**Local utilization**

Drawn at 4 px/µm. The die is cut into 8 by 8 equal tiles; dark blue is low, red is high, 0 to 100% covered.
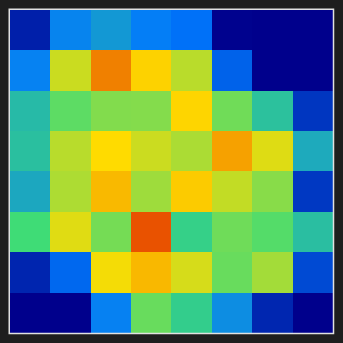
**Sizing map**

Drawn at 4 px/µm.
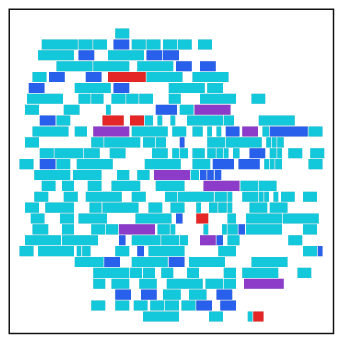
**I/O nets highlighted**

Drawn at 4 px/µm.
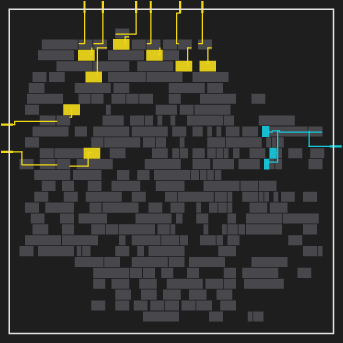
## src/rtl/sqrt_reconstruct_if.sv

```systemverilog
// Handshake bundle for sqrt_reconstruct: operand pair in, reconstructed radicand out.
// The slave modport is the reconstructor; the master modport is whoever feeds and drains it.
interface sqrt_reconstruct_if #(
  parameter int unsigned WIDTH = 8
) ();
  logic               in_valid_i;
  logic               in_ready_o;
  logic [WIDTH-1:0]   Q_i;
  logic [WIDTH:0]     R_i;
  logic               out_valid_o;
  logic               out_ready_i;
  logic [2*WIDTH-1:0] D_o;
  logic               err_o;

  modport slave (
    input  in_valid_i,
    input  Q_i,
    input  R_i,
    input  out_ready_i,
    output in_ready_o,
    output out_valid_o,
    output D_o,
    output err_o
  );

  modport master (
    output in_valid_i,
    output Q_i,
    output R_i,
    output out_ready_i,
    input  in_ready_o,
    input  out_valid_o,
    input  D_o,
    input  err_o
  );
endinterface

```

## src/rtl/sqrt_reconstruct.sv

```systemverilog
// Iterative radicand reconstructor: D = Q*Q + R, one multiplier bit per clock, MSB first,
// then one cycle to add the remainder. Results wrap modulo 2^(2*WIDTH).
// Optional remainder range check (err_o = R > 2Q) is enabled by defining
// SQRT_RECON_RANGE_CHECK_EN; otherwise err_o is tied low.
module sqrt_reconstruct #(
  parameter int unsigned WIDTH = 8
) (
  input logic                clk_i,
  input logic                rst_i,
  sqrt_reconstruct_if.slave  bus
);

  localparam int unsigned DW   = 2 * WIDTH;
  localparam int unsigned CntW = (WIDTH > 1) ? $clog2(WIDTH) : 1;

  typedef enum logic [1:0] {StIdle, StMul, StAddr, StDone} state_e;

  state_e            r_state;
  logic              r_in_ready;
  logic              r_out_valid;
  logic [DW-1:0]     r_acc;
  logic [CntW-1:0]   r_cnt;
  logic [WIDTH-1:0]  r_qreg;
  logic [WIDTH:0]    r_rreg;
  logic [DW-1:0]     w_add_a;
  logic [DW-1:0]     w_add_b;
  logic [DW-1:0]     w_sum;

  // Generate/propagate adder with carry-in 0; the final carry is dropped so sums wrap.
  function automatic logic [DW-1:0] cla_add(input logic [DW-1:0] a, input logic [DW-1:0] b);
    logic [DW-1:0] g;
    logic [DW-1:0] p;
    logic [DW-1:0] s;
    logic          carry;
    g     = a & b;
    p     = a ^ b;
    carry = 1'b0;
    for (int i = 0; i < DW; i++) begin
      s[i]  = p[i] ^ carry;
      carry = g[i] | (p[i] & carry);
    end
    return s;
  endfunction

  // Adder operand select: shifted partial product in MUL, zero-extended remainder otherwise.
  always_comb begin
    w_add_a = r_acc;
    w_add_b = '0;
    if (r_state == StMul) begin
      w_add_a = r_acc << 1;
      if (r_qreg[r_cnt]) begin
        w_add_b = {{WIDTH{1'b0}}, r_qreg};
      end
    end else begin
      w_add_b = {{(WIDTH - 1){1'b0}}, r_rreg};
    end
    w_sum = cla_add(w_add_a, w_add_b);
  end

`ifdef SQRT_RECON_RANGE_CHECK_EN
  logic r_err;
`endif

  // Control FSM with registered handshake outputs and datapath registers.
  always_ff @(posedge clk_i or posedge rst_i) begin
    if (rst_i) begin
      r_state     <= StIdle;
      r_in_ready  <= 1'b1;
      r_out_valid <= 1'b0;
      r_acc       <= '0;
      r_cnt       <= '0;
      r_qreg      <= '0;
      r_rreg      <= '0;
`ifdef SQRT_RECON_RANGE_CHECK_EN
      r_err       <= 1'b0;
`endif
    end else begin
      unique case (r_state)
        StIdle: begin
          if (bus.in_valid_i && r_in_ready) begin
            r_qreg     <= bus.Q_i;
            r_rreg     <= bus.R_i;
            r_acc      <= '0;
            r_cnt      <= CntW'(WIDTH - 1);
            r_in_ready <= 1'b0;
            r_state    <= StMul;
          end
        end
        StMul: begin
          r_acc <= w_sum;
          if (r_cnt == '0) begin
            r_state <= StAddr;
          end else begin
            r_cnt <= r_cnt - 1'b1;
          end
        end
        StAddr: begin
          r_acc       <= w_sum;
`ifdef SQRT_RECON_RANGE_CHECK_EN
          r_err       <= (r_rreg > {r_qreg, 1'b0});
`endif
          r_out_valid <= 1'b1;
          r_state     <= StDone;
        end
        StDone: begin
          // Result held until the consumer takes it.
          if (bus.out_ready_i) begin
            r_out_valid <= 1'b0;
            r_in_ready  <= 1'b1;
            r_state     <= StIdle;
          end
        end
        default: r_state <= StIdle;
      endcase
    end
  end

  assign bus.in_ready_o  = r_in_ready;
  assign bus.out_valid_o = r_out_valid;
  assign bus.D_o         = r_acc;
`ifdef SQRT_RECON_RANGE_CHECK_EN
  assign bus.err_o       = r_err;
`else
  assign bus.err_o       = 1'b0;
`endif

endmodule

```

## src/flat_wrapper.sv

```systemverilog
// flat-port wrapper written by rule: the top's interface ports become plain ports
module sqrt_reconstruct_flat 
#(
  parameter int unsigned WIDTH = 8
)
  (clk_i, rst_i, bus_in_valid_i, bus_Q_i, bus_R_i, bus_out_ready_i, bus_in_ready_o, bus_out_valid_o, bus_D_o, bus_err_o);
  sqrt_reconstruct_if #(.WIDTH(WIDTH)) bus_i ();
  input logic clk_i;
  input logic rst_i;
  input wire logic [$bits(bus_i.in_valid_i)-1:0] bus_in_valid_i;
  input wire logic [$bits(bus_i.Q_i)-1:0] bus_Q_i;
  input wire logic [$bits(bus_i.R_i)-1:0] bus_R_i;
  input wire logic [$bits(bus_i.out_ready_i)-1:0] bus_out_ready_i;
  output wire logic [$bits(bus_i.in_ready_o)-1:0] bus_in_ready_o;
  output wire logic [$bits(bus_i.out_valid_o)-1:0] bus_out_valid_o;
  output wire logic [$bits(bus_i.D_o)-1:0] bus_D_o;
  output wire logic [$bits(bus_i.err_o)-1:0] bus_err_o;
  assign bus_i.in_valid_i = bus_in_valid_i;
  assign bus_i.Q_i = bus_Q_i;
  assign bus_i.R_i = bus_R_i;
  assign bus_i.out_ready_i = bus_out_ready_i;
  assign bus_in_ready_o = bus_i.in_ready_o;
  assign bus_out_valid_o = bus_i.out_valid_o;
  assign bus_D_o = bus_i.D_o;
  assign bus_err_o = bus_i.err_o;
  sqrt_reconstruct #(.WIDTH(WIDTH)) u_core (.clk_i(clk_i), .rst_i(rst_i), .bus(bus_i));
endmodule
```

## config.mk

```make
export PLATFORM = sky130hd
export DESIGN_NAME = sqrt_reconstruct_flat
export DESIGN_NICKNAME = d
export VERILOG_FILES = /design/src/rtl/sqrt_reconstruct_if.sv /design/src/rtl/sqrt_reconstruct.sv /design/src/flat_wrapper.sv
export SDC_FILE = /design/constraint.sdc
export NUM_CORES = 1
export LEC_CHECK = 0
export CAP_MARGIN = 15
export CORE_MARGIN = 2
export CORE_UTILIZATION = 40
export CTS_BUF_LIST = sky130_fd_sc_hd__clkbuf_16
export CTS_CLUSTER_SIZE = 20
export DETAILED_ROUTE_END_ITERATION = 7
export GPL_TIMING_DRIVEN = 0
export PLACE_DENSITY = 0.71
export SLEW_MARGIN = 20
export SYNTH_ARGS = -nofsm -noshare
export SYNTH_HDL_FRONTEND = slang
export SYNTH_SLANG_ARGS = --single-unit
```

## constraint.sdc

```tcl
create_clock -name clk_i -period 17.4 [get_ports clk_i]
set_input_delay 3.48 -clock clk_i [delete_from_list [all_inputs] [get_ports clk_i]]
set_output_delay 3.48 -clock clk_i [all_outputs]
set_load 0.02 [all_outputs]
```

==> metrics.yaml <==
fin_setup_tns_ps: 0
peakVddDrop_uv: 88.6
crit_path_end_kind: "register"
synthAdderAreaFrac_pct: 13.7
comb_area_share_pct: 41.5
cts_setup_buffers: 0
finalMaxSlewViolations: 0
clock_path_buffers: 2
rsz0062_at_grt: "false"
seq_share_pct: 33.5
muxShareOfSynthArea_pct: 17.8
chipArea_um2: 6510
edf_count: 0
die_y_um: 80.7
start_kind: "register"
vias: 1642
lay_top_cells: "dfrtp_1 (39), clkdlybuf4s50_1 (38), mux2_2 (19)"
cts_tree: "built"
yosys.area.top_type_share_pct: 41.5
drive_gt1_share_pct: 20.7
first_iter_violations: 106
num_tap_cells: 72
worstPathMaxFanout: 9
setup_viol: 0
root_buffer: "clkbuf_16"
ys_cells: 185
n_fill_cell: 516
synth.logic.top_family: "multiplexers"
arrival_ps: 6450
area_share_clock_buf_inv_pct: 4.61
top_area_cell: "dfrtp_1"
clock_skew_ps: 6.82
multi_input_comb_cells: 123
die_x_um: 80.7
area_leaders: "dfrtp_1 (41%), mux2_2 (9.1%), ha_1 (6.9%)"
vias_per_cell: 5.40
dp.cells: 296
insertion_delay_ps: 280
inverters: 12
async_flop_share_pct: 100
hold_viol: 0
cp.required_ps: 17600
drt_first_pass_iters: 4
cp_num_buf_inv: 5
dpl_cell_area_um2: 2850
track_usage_pct: 16.9
yosys.area_share.simple_pct: 5.53
layout.cells.non_filler: 304
final.clkbuf_count: 5
netlist_area_um2: 2350
yosys_warnings: 0
drc: 0
clock_sinks: 40
worst_path_max_delay_cell: "dfrtp_1"
dpl.hpwl_mm: 3.62
status: "finished clean"
antenna_found_initial: 0
drt_wl_total_mm: 4.89
aoi_share_pct: 15.2
fmax_mhz: 160
grt_overflow: 0
ant_nets: 0
fp_nets: 227
grt_pass1_wl_mm: 8.29
fp_util_pct: 41.9
largest_cell_class: "multi-input combinational cells"
buffer_area_share_pct: 15.8
p_leak_nw: 1.34
crit_type: "register to register"
post_cts_resize_count: 0
regArea_um2: 1000
ys_seq_elements: 40
io_buffers: 38
synth_cell_types: 44
ys.flop_type: "dfrtp_1"
syn_avg_cell_area_um2: 12.7
ff_count: 40
cts_max_level: 2
grt_max_degree: 23
p_per_area_nw_per_um2: 196
min_period_ps: 6250
nets: 273
hold_path_class: "register to register"
yosysMostFrequentCell: "dfrtp_1"
critical-path-top-delay-family: "adder cells"
ys_chip_area_um2: 2350
holdWs_ps: 495
wl_per_cell_um: 16.1
ioPinCount: 40
warning_count: 30
diodes: 0
finalCritPeriodShare_pct: 35.9
synth_cells: 185
logic_area_um2: 1240
cpPeakStageDelay_ps: 410
place.gp.congestion: 0.753
rows: 27
layout_top_cell: "dfrtp_1"
ys_sh_xor_pct: 0.372
cts_hold_buf: 0
grt_pass1_vias: 1680
ys_seq_share_pct: 42.6
top_cells_by_count: "dfrtp_1 (39), mux2_2 (19), ha_1 (13)"
cts_buffers: 5
drv_cap: 0
path_clk_slew_ps: 60
-- 'local utilization' (at the start) --
fullest tile: 91%
emptiest ninth of the die: north-east
mean over tiles: 45%
tiles over 75% full: 14%
nearly empty tiles: 13%
densest ninth of the die: centre
Core Area: 5610 µm²
final core occ: 53.3%

-- 'sizing map' (at the start) --
| colour | size | cells | share |
|---|---|---|---|
| purple | x6 and larger | 8 | 3.4% |
| red | x3 and x4 | 5 | 2.2% |
| blue | x2 | 35 | 15% |
| cyan | x1 and smaller | 184 | 79% |
Final Cell Area: 2990 µm²
Area Growth Syn to Fin: 27.0%
post-route setup slack: 11150 ps
Non-CTS buffers: 49

-- 'I/O nets highlighted' (at the start) --
| colour | port | bits | direction | edge | end cells | buffers | wire |
|---|---|---|---|---|---|---|---|
| yellow | `bus_Q_i` | 8 | input | 6 north, 2 west | 8 | 8 | 124 µm |
| cyan | `bus_out_ready_i` | 1 | input | east | 3 | 1 | 36.4 µm |

## final timing paths
path / start / end / slack [ps] / cells after the start
max: u_core.r_state[1]$_DFFE_PP0P_ / u_core.bus.D_o[15]$_DFFE_PP0P_ / 11150 / 26
min in group asynchronous: rst_i / u_core.r_state[0]$_DFFE_PP0P_ / 3530 / 2
max in group asynchronous: rst_i / u_core.bus.D_o[4]$_DFFE_PP0P_ / 13400 / 3
max reg2reg: u_core.r_state[1]$_DFFE_PP0P_ / u_core.bus.D_o[15]$_DFFE_PP0P_ / 11150 / 26
min reg2reg: u_core.r_rreg[8]$_DFFE_PP0P_ / u_core.r_rreg[8]$_DFFE_PP0P_ / 500 / 1
min: u_core.r_rreg[8]$_DFFE_PP0P_ / u_core.r_rreg[8]$_DFFE_PP0P_ / 500 / 1
## through the flow
step | util, % | power, mW | worst slack [ps]
finish | 53.3 | 0.586 | 11150
global route | 53.3 | 0.634 | 10790
CTS | 53.3 | 0.590 | 11140
detailed placement | 50.8 | 0.499 | 11180
global placement | 50.3 | 0.485 | 11300
floorplan | - | 0.404 | 11760
## registers in the layout, indices dropped and copies added (netlist names)
register,flops
u_core.r_state,2
u_core.r_cnt,3
u_core.bus.D_o,16
u_core.r_rreg,9
u_core.bus.out_valid_o,1
u_core.r_qreg,8
u_core.bus.in_ready_o,1
## per-layer routing
layer | global-route usage, % | part of all wire, % | wire length (µm) | vias up
met3 | 4.16 | 3.6 | 175 | 5
met2 | 26.4 | 48 | 2330 | 32
met1 | 23.4 | 48 | 2340 | 840
li1 | - | - | - | 765
met4 | 4.58 | 0.82 | 40 | 0
met5 | 0 | 0 | 0 | -
## power breakdown
| group | internal [mW] | switching [mW] |
|---|---|---|
| Combinational | 0.159 | 0.169 |
| Clock | 0.0518 | 0.0357 |
| Sequential | 0.135 | 0.0348 |
Power and IR drop assume default switching activity.
